Cells colored by class:
(2 px per um)
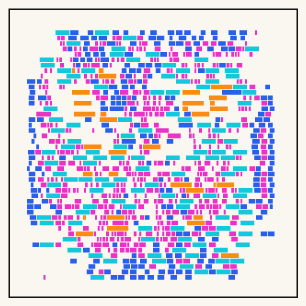
Cell density map:
(2 px per um) 14 x 14 tiles, from black (low) to pale yellow (high), 0 to 100% covered.
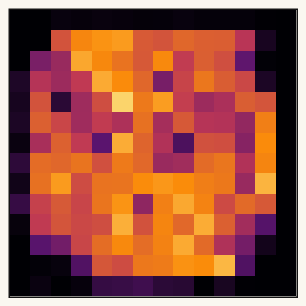
### src/rtl/mem_access_unit.sv
// Load/store front end between the core memory stage and a word-wide block RAM port.
// One request in flight at a time; sub-word stores are done as read-modify-write.
module mem_access_unit #(
    parameter logic [31:0] ADDR_LIMIT = 32'h0010_0000
) (
    input  logic        clk,
    input  logic        rst,
    input  logic        req_valid,
    output logic        req_ready,
    input  logic        req_we,
    input  logic [1:0]  req_size,
    input  logic        req_signed,
    input  logic [31:0] req_addr,
    input  logic [31:0] req_wdata,
    output logic        resp_valid,
    input  logic        resp_ready,
    output logic [31:0] resp_rdata,
    output logic        resp_err,
    output logic        ram_en,
    output logic        ram_we,
    output logic        ram_rst,
    output logic [31:0] ram_addr,
    output logic [31:0] ram_di,
    input  logic [31:0] ram_dout
);

    // WR_ACK and RESP both present a response; WR_ACK is reached only by word stores.
    typedef enum logic [2:0] {
        IDLE    = 3'd0,
        RD_WAIT = 3'd1,
        WR_ACK  = 3'd2,
        RMW_RD  = 3'd3,
        RMW_WR  = 3'd4,
        RESP    = 3'd5
    } state_t;

    state_t      state_reg;
    logic [31:0] addr_reg;
    logic [1:0]  size_reg;
    logic        signed_reg;
    logic [15:0] wdata_reg;
    logic [31:0] merge_reg;
    logic        resp_valid_reg;
    logic [31:0] resp_rdata_reg;
    logic        resp_err_reg;

    logic        req_err;
    logic [31:0] load_data;
    logic [31:0] shifted;
    logic [3:0]  byte_mask;
    logic [31:0] lane_data;
    logic [31:0] merged;
    logic        ram_en_raw;

    assign req_ready  = (state_reg == IDLE);
    assign resp_valid = resp_valid_reg;
    assign resp_rdata = resp_rdata_reg;
    assign resp_err   = resp_err_reg;
    assign ram_rst    = rst;
    // A RAM access is never issued while reset is asserted.
    assign ram_en     = ram_en_raw & ~rst;

    // Misalignment / range check on the live request, used only in the accept cycle.
    always_comb begin
        req_err = 1'b0;
        case (req_size)
            2'd1:    req_err = req_addr[0];
            2'd2:    req_err = (req_addr[1:0] != 2'b00);
            2'd3:    req_err = 1'b1;
            default: req_err = 1'b0;
        endcase
        if (req_addr >= ADDR_LIMIT) begin
            req_err = 1'b1;
        end
    end

    // Load alignment and sign/zero extension of the returned RAM word.
    always_comb begin
        shifted = ram_dout >> {addr_reg[1:0], 3'b000};
        case (size_reg)
            2'd0:    load_data = {{24{signed_reg & shifted[7]}}, shifted[7:0]};
            2'd1:    load_data = {{16{signed_reg & shifted[15]}}, shifted[15:0]};
            default: load_data = ram_dout;
        endcase
    end

    // Byte-enable mask and replicated store data for sub-word merges.
    always_comb begin
        if (size_reg == 2'd0) begin
            byte_mask = 4'b0001 << addr_reg[1:0];
            lane_data = {4{wdata_reg[7:0]}};
        end else begin
            byte_mask = addr_reg[1] ? 4'b1100 : 4'b0011;
            lane_data = {2{wdata_reg[15:0]}};
        end
    end

    generate
        for (genvar gi = 0; gi < 4; gi++) begin : g_merge
            assign merged[gi*8 +: 8] = byte_mask[gi] ? lane_data[gi*8 +: 8] : ram_dout[gi*8 +: 8];
        end
    endgenerate

    // RAM port: accept-cycle read/word write straight from the request, merged write in RMW_WR.
    always_comb begin
        ram_en_raw = 1'b0;
        ram_we     = 1'b0;
        ram_addr   = 32'd0;
        ram_di     = 32'd0;
        if (state_reg == IDLE && req_valid && !req_err) begin
            ram_en_raw = 1'b1;
            ram_we     = req_we && (req_size == 2'd2);
            ram_addr   = {req_addr[31:2], 2'b00};
            ram_di     = req_wdata;
        end else if (state_reg == RMW_WR) begin
            ram_en_raw = 1'b1;
            ram_we     = 1'b1;
            ram_addr   = {addr_reg[31:2], 2'b00};
            ram_di     = merge_reg;
        end
    end

    // Control FSM with registered response outputs.
    always_ff @(posedge clk) begin
        if (rst) begin
            state_reg      <= IDLE;
            addr_reg       <= 32'd0;
            size_reg       <= 2'd0;
            signed_reg     <= 1'b0;
            wdata_reg      <= 16'd0;
            merge_reg      <= 32'd0;
            resp_valid_reg <= 1'b0;
            resp_rdata_reg <= 32'd0;
            resp_err_reg   <= 1'b0;
        end else begin
            case (state_reg)
                IDLE: begin
                    if (req_valid) begin
                        addr_reg   <= req_addr;
                        size_reg   <= req_size;
                        signed_reg <= req_signed;
                        wdata_reg  <= req_wdata[15:0];
                        if (req_err) begin
                            state_reg      <= RESP;
                            resp_valid_reg <= 1'b1;
                            resp_rdata_reg <= 32'd0;
                            resp_err_reg   <= 1'b1;
                        end else if (!req_we) begin
                            state_reg <= RD_WAIT;
                        end else if (req_size == 2'd2) begin
                            state_reg      <= WR_ACK;
                            resp_valid_reg <= 1'b1;
                            resp_rdata_reg <= 32'd0;
                            resp_err_reg   <= 1'b0;
                        end else begin
                            state_reg <= RMW_RD;
                        end
                    end
                end
                RD_WAIT: begin
                    state_reg      <= RESP;
                    resp_valid_reg <= 1'b1;
                    resp_rdata_reg <= load_data;
                    resp_err_reg   <= 1'b0;
                end
                RMW_RD: begin
                    merge_reg <= merged;
                    state_reg <= RMW_WR;
                end
                RMW_WR: begin
                    state_reg      <= RESP;
                    resp_valid_reg <= 1'b1;
                    resp_rdata_reg <= 32'd0;
                    resp_err_reg   <= 1'b0;
                end
                WR_ACK, RESP: begin
                    if (resp_ready) begin
                        state_reg      <= IDLE;
                        resp_valid_reg <= 1'b0;
                        resp_rdata_reg <= 32'd0;
                        resp_err_reg   <= 1'b0;
                    end
                end
                default: state_reg <= IDLE;
            endcase
        end
    end

endmodule

### config.mk
export PLATFORM = sky130hd
export DESIGN_NAME = mem_access_unit
export DESIGN_NICKNAME = d
export VERILOG_FILES = /design/src/rtl/mem_access_unit.sv
export SDC_FILE = /design/constraint.sdc
export NUM_CORES = 1
export LEC_CHECK = 0
export CORE_MARGIN = 8
export CORE_UTILIZATION = 36
export DETAILED_ROUTE_END_ITERATION = 6
export PLACE_DENSITY_LB_ADDON = 0.3
export SYNTH_ARGS = -nofsm -noshare
export SYNTH_HDL_FRONTEND = slang
export SYNTH_SLANG_ARGS = --single-unit
export TNS_END_PERCENT = 50
### constraint.sdc
create_clock -name clk -period 2.8 [get_ports clk]
set_input_delay 0.56 -clock clk [delete_from_list [all_inputs] [get_ports clk]]
set_output_delay 0.56 -clock clk [all_outputs]
set_load 0.02 [all_outputs]
==> flow_summary.json <==
{
  "outcome": "finished, final reports clean",
  "max_cap_viols": 0,
  "yosys-stat-area_um2": 5830,
  "final-comb-area_um2": 3130,
  "power.share.sequential_pct": 35.4,
  "final_hold_viol_count": 0,
  "fin_crit_sh_pct": 97.4,
  "post_synth_main_logic_family": "AND-OR/OR-AND gates",
  "critPathArrivalTime_ns": 2.17,
  "route.detailed.wl_per_inst_um": 19.0,
  "layout_top_cell_excl_fill_tap": "nand2_1",
  "clock_insertion_delay_worst_skew_ns": 0.42,
  "most-common-layout-cells": "nand2_1 (155), clkdlybuf4s50_1 (125), dfxtp_1 (120)",
  "drt_first_iter_violations": 543,
  "swShare_pct": 27.0,
  "io_buffer_count": 203,
  "cts_resized": 243,
  "boundaryPins": 206,
  "yosys.area_share.xor_xnor_pct": 0.150,
  "taps": 216,
  "routed-wl-met3_um": 1590,
  "drt_drc_violations_left": 0,
  "synth.most_common_cell": "nand2_1",
  "vias_per_cell": 5.28,
  "multiInputCombCellCount": 516,
  "critical_path.reg2reg.endpoint": "resp_rdata[9]$_SDFFE_PP0P_",
  "internal_power_w": 0.00389,
  "stage_log_warnings": 27,
  "inverter_tally_of_the_final_layout_excluding_the_clock_network": 4,
  "hold_start": "resp_rdata[7]$_SDFFE_PP0P_",
  "area_share_clock_buf_inv_pct": 7.52,
  "top_area_cell_class": "logic gates",
  "n_antenna_cell": 1,
  "floorplan.die.width_um": 143,
  "worst_ir_drop_vdd_mv": 0.421,
  "numCtsBuffers": 17,
  "n_sequential_cell": 120,
  "nonClockBufferCount": 250,
  "hold-path-cell-count": 1,
  "grt_antenna_before_repair": 1,
  "setup.worst_path.end_class": "output pin",
  "p_clk_share_pct": 45.9,
  "sequentialPower_w": 0.00189,
  "setup_tns_after_final_layout_ns": 0,
  "async_reset_ff_share_pct": 0,
  "start_kind": "primary input",
  "hpwlAfterDp_um": 15400,
  "dr.max_layer_used": "met4",
  "clockBufferCount": 21,
  "postPlaceCellArea_um2": 8130,
  "synth.yosys.num_cells": 707,
  "placed_cells_incl_taps": 1100,
  "pin_count_of_the_biggest_net_entering_global_routing": 60,
  "compound_area_share_pct": 28.5,
  "finalMaxSlewViolations": 0
}
## Picture notes: 'cells colored by class'
combinational and other logic -> magenta  # cells 520, share of their area 37%
sequential cells -> cyan  # cells 120, share of their area 28%
remaining buffers and delay cells -> blue  # cells 250, share of their area 27%
clock drivers and dummy loads -> orange  # cells 32, share of their area 7.8%

## Picture notes: 'cell density map'
mean over tiles = 42%
nearly empty tiles = 20%
fullest tile = 91%
tiles over 75% full = 9.7%

==> worst max-delay path by stage <==
stage,to,slack (ns)
finish,ram_addr[8],0.07
floorplan,ram_en,0.51
global placement,ram_di[12],-0.57
detailed placement,ram_addr[8],-0.62
global route,ram_addr[8],-0.02
CTS,ram_addr[19],0.005
==> worst max-delay path, stage by stage <==
cell and delay [ns]:
clkdlybuf4s50_1 0.44, o31ai_2 0.33, nand2_2 0.12, nor2_4 0.14, buf_6 0.15, buf_12 0.14, a22o_1 0.16, buf_6 0.12
==> metal layers <==
layer | track usage [%] | vias to the layer above
met5 | 0 | -
met4 | 7.58 | 0
met3 | 5.91 | 32
met2 | 33.0 | 211
met1 | 25.7 | 2822
li1 | - | 2950
